Figure 1. Local utilization.
Scale: 1 px per um. The die is cut into 39 by 39 equal tiles; black is low, pale yellow is high, 0 to 100% covered.
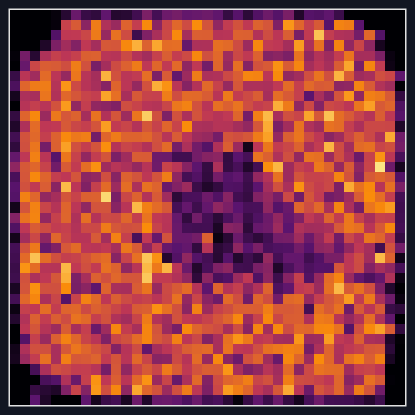
Figure 2. M2 wires.
Scale: 1 px per um.
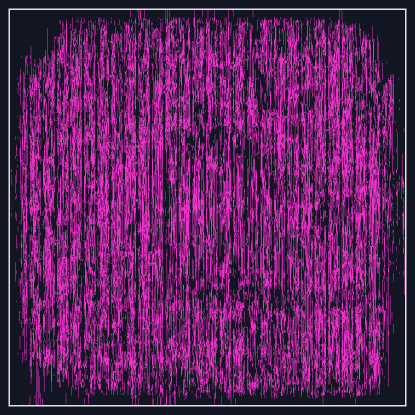
Figure 3. Sequential cells grouped by signal name.
Scale: 1 px per um. Other sequential cells in the stronger grey, the rest of the logic in the fainter grey.
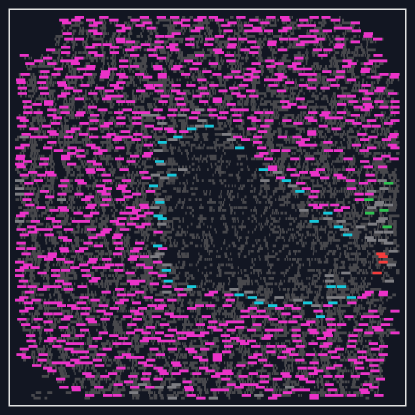
Figure 4. Clock wiring as the flow saved it.
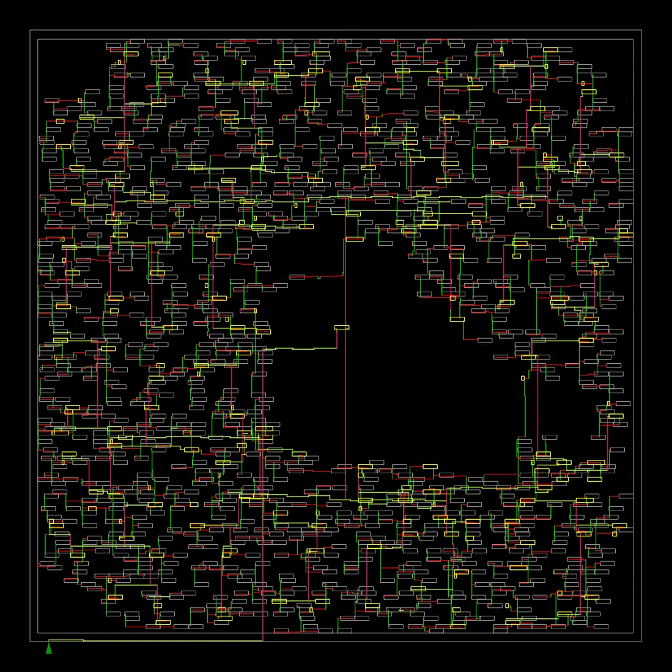
Figure 5. Supply network.
Scale: 1 px per um. Pins as bars on the die edge.
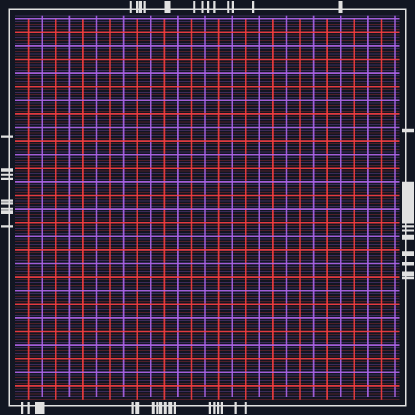
==> config.mk <==
export PLATFORM = sky130hd
export DESIGN_NAME = alu_rf_pipe
export DESIGN_NICKNAME = d
export VERILOG_FILES = /design/src/rtl/alu_rf_pkg.sv /design/src/rtl/alu_rf_regfile.sv /design/src/rtl/alu_rf_pipe.sv
export SDC_FILE = /design/constraint.sdc
export NUM_CORES = 2
export LEC_CHECK = 0
export ABC_AREA = 1
export CORE_MARGIN = 5
export CORE_UTILIZATION = 45
export DETAILED_ROUTE_END_ITERATION = 10
export MAX_ROUTING_LAYER = met4
export PLACE_DENSITY = 0.58
export REMOVE_ABC_BUFFERS = 1
export SYNTH_ARGS = -nofsm -noshare
export SYNTH_HDL_FRONTEND = slang
export SYNTH_SLANG_ARGS = --single-unit
==> constraint.sdc <==
create_clock -name clk -period 4.22 [get_ports clk]
set_input_delay 0.844 -clock clk [delete_from_list [all_inputs] [get_ports clk]]
set_output_delay 0.844 -clock clk [all_outputs]
set_load 0.01 [all_outputs]
==> impl_metrics.py <==
# Auto-generated metrics
metrics = {
    "layout": {
        "final_stage_net_count": 9133,
        "largest_class": "combinational gates",
        "final_common_cell": "nand2_1",
        "nonClkBufAreaFrac_pct": 5.43,
        "nonClockBufferCount": 366,
        "multiInputCombCellCount": 6536,
        "nClkBuffers": 193,
        "layout.cell_area.non_filler_mm2": 0.0746,
    },
    "setup_path": {
        "worst_path_most_repeated_cell": "nand2_1",
        "timing.critical_path.from_type": "flip-flop",
        "path_class": "reg2reg",
        "slowest_stage": "a21oi_1",
        "ff2ff_path_depth": 20,
        "end_kind": "flip-flop",
    },
    "synth": {
        "post_synth.cell_area_avg_um2": 7.18,
        "ys_area_mm2": 0.0667,
        "ys_ff": 1141,
        "syn-cell-area_mm2": 0.0667,
    },
    "clocking": {
        "cts.reportedPaths.clkPinSlew_ns": 0.07,
        "cts_buffers": 137,
        "worstSkewPairLatency_ns": 0.78,
        "cts_repair_resize_count": 0,
    },
    "run_status": {
        "status": "complete, no violations",
    },
    "min_path": {
        "whs_path_depth": 0,
        "timing.hold.worst.class": "reg2reg",
    },
    "placement": {
        "numPortBuffers": 103,
        "dpl-instance-area_mm2": 0.0700,
        "dp_cells": 10751,
    },
    "global_routing": {
        "antenna_found_initial": 12,
        "groute.layer.met3.usage_pct": 6.96,
        "global_route.overflow_total": 0,
        "grt_max_degree": 173,
    },
    "final_timing": {
        "finalCriticalPeriod_ns": 4.05,
        "final_worst_path_cycle_share_pct": 95.9,
        "drv_slew": 0,
    },
    "detailed_routing": {
        "vias_per_inst": 6.12,
        "met3WireLength_um": 29000,
        "ant_nets": 0,
    },
    "die": {
        "tap_cells": 1930,
        "dieWidth_um": 395,
    },
    "flow_run": {
        "drv.max_cap_violation_count": 0,
    },
}
Back to the opening pictures, Figure 1:
The emptiest ninth of the die: centre. The fullest tile reaches 94%. 4.3% of the tiles are over 75% full. The mean over all tiles is 46%.
Core Util, Final: 50.6%
Initial Util: 45.2%
core box area: 0.147 mm^2

Back to the opening pictures, Figure 2:
The layer holds 43% of the routed length. The wires run mostly vertical. The longest straight run is 138 um. 6660 nets have wire on it. The layer carries 123 mm of wire.
met2 GRT Util: 53.4%
vias after detailed routing: 67.3k
wire length reported by the detailed router: 288000 um

Back to the opening pictures, Figure 3:
Key: magenta = u_regfile.regs [flops 1024, where spread over the die]; red = s1_func [flops 4]; cyan = s1_a [flops 32]; green = out_rd [flops 5, where middle right]
Another 76 sequential cells are not coloured.
sequential-cell power consumption: 18.8 mW
flop share of the area: 38.3%

Back to the opening pictures, Figure 4:
clock network power consumption: 12.4 mW
clock skew: 0.0373 ns

Back to the opening pictures, Figure 5:
Key: purple = VDD; red = VSS
28 straps on met4. 104 signal pins sit on the boundary.
Die Y: 395 um
Peak VDD IR: 0.000466 V

[what timing repair did]
item / 4_1_cts / 5_1_grt
hold buffers: 1 / 0
endpoints found under the hold margin: 5 / 0
setup endpoints to repair: 0 / 0
[power by group]
group	internal (mW)	switching [mW]	leakage [nW]
Clock	7.35	5.01	2.27
Combinational	7.33	16.9	17.0
Sequential	15.6	3.22	14.7
Total	30.3	25.1	33.9
[critical path, delay by kind of cell (launching register included)]
family,cells,cell delay [ns]
buffers and inverters,2,0.30
AND/OR/NAND/NOR,16,2.19
flip-flops,1,0.38
AND-OR/OR-AND,1,0.59
adder cells (fa/ha/maj),1,0.49
[kinds of logic after synthesis]
logic type | synth area share, %
compound gates | 25.2
xor+xnor | 0.105
fa+ha+maj | 2.05
buf+inv | 9.39
flops | 42.8
mux | 0.165
other cells | 0.00562
simple gates | 20.3
Power figures rest on the tool's default switching activity, not on a simulated workload.
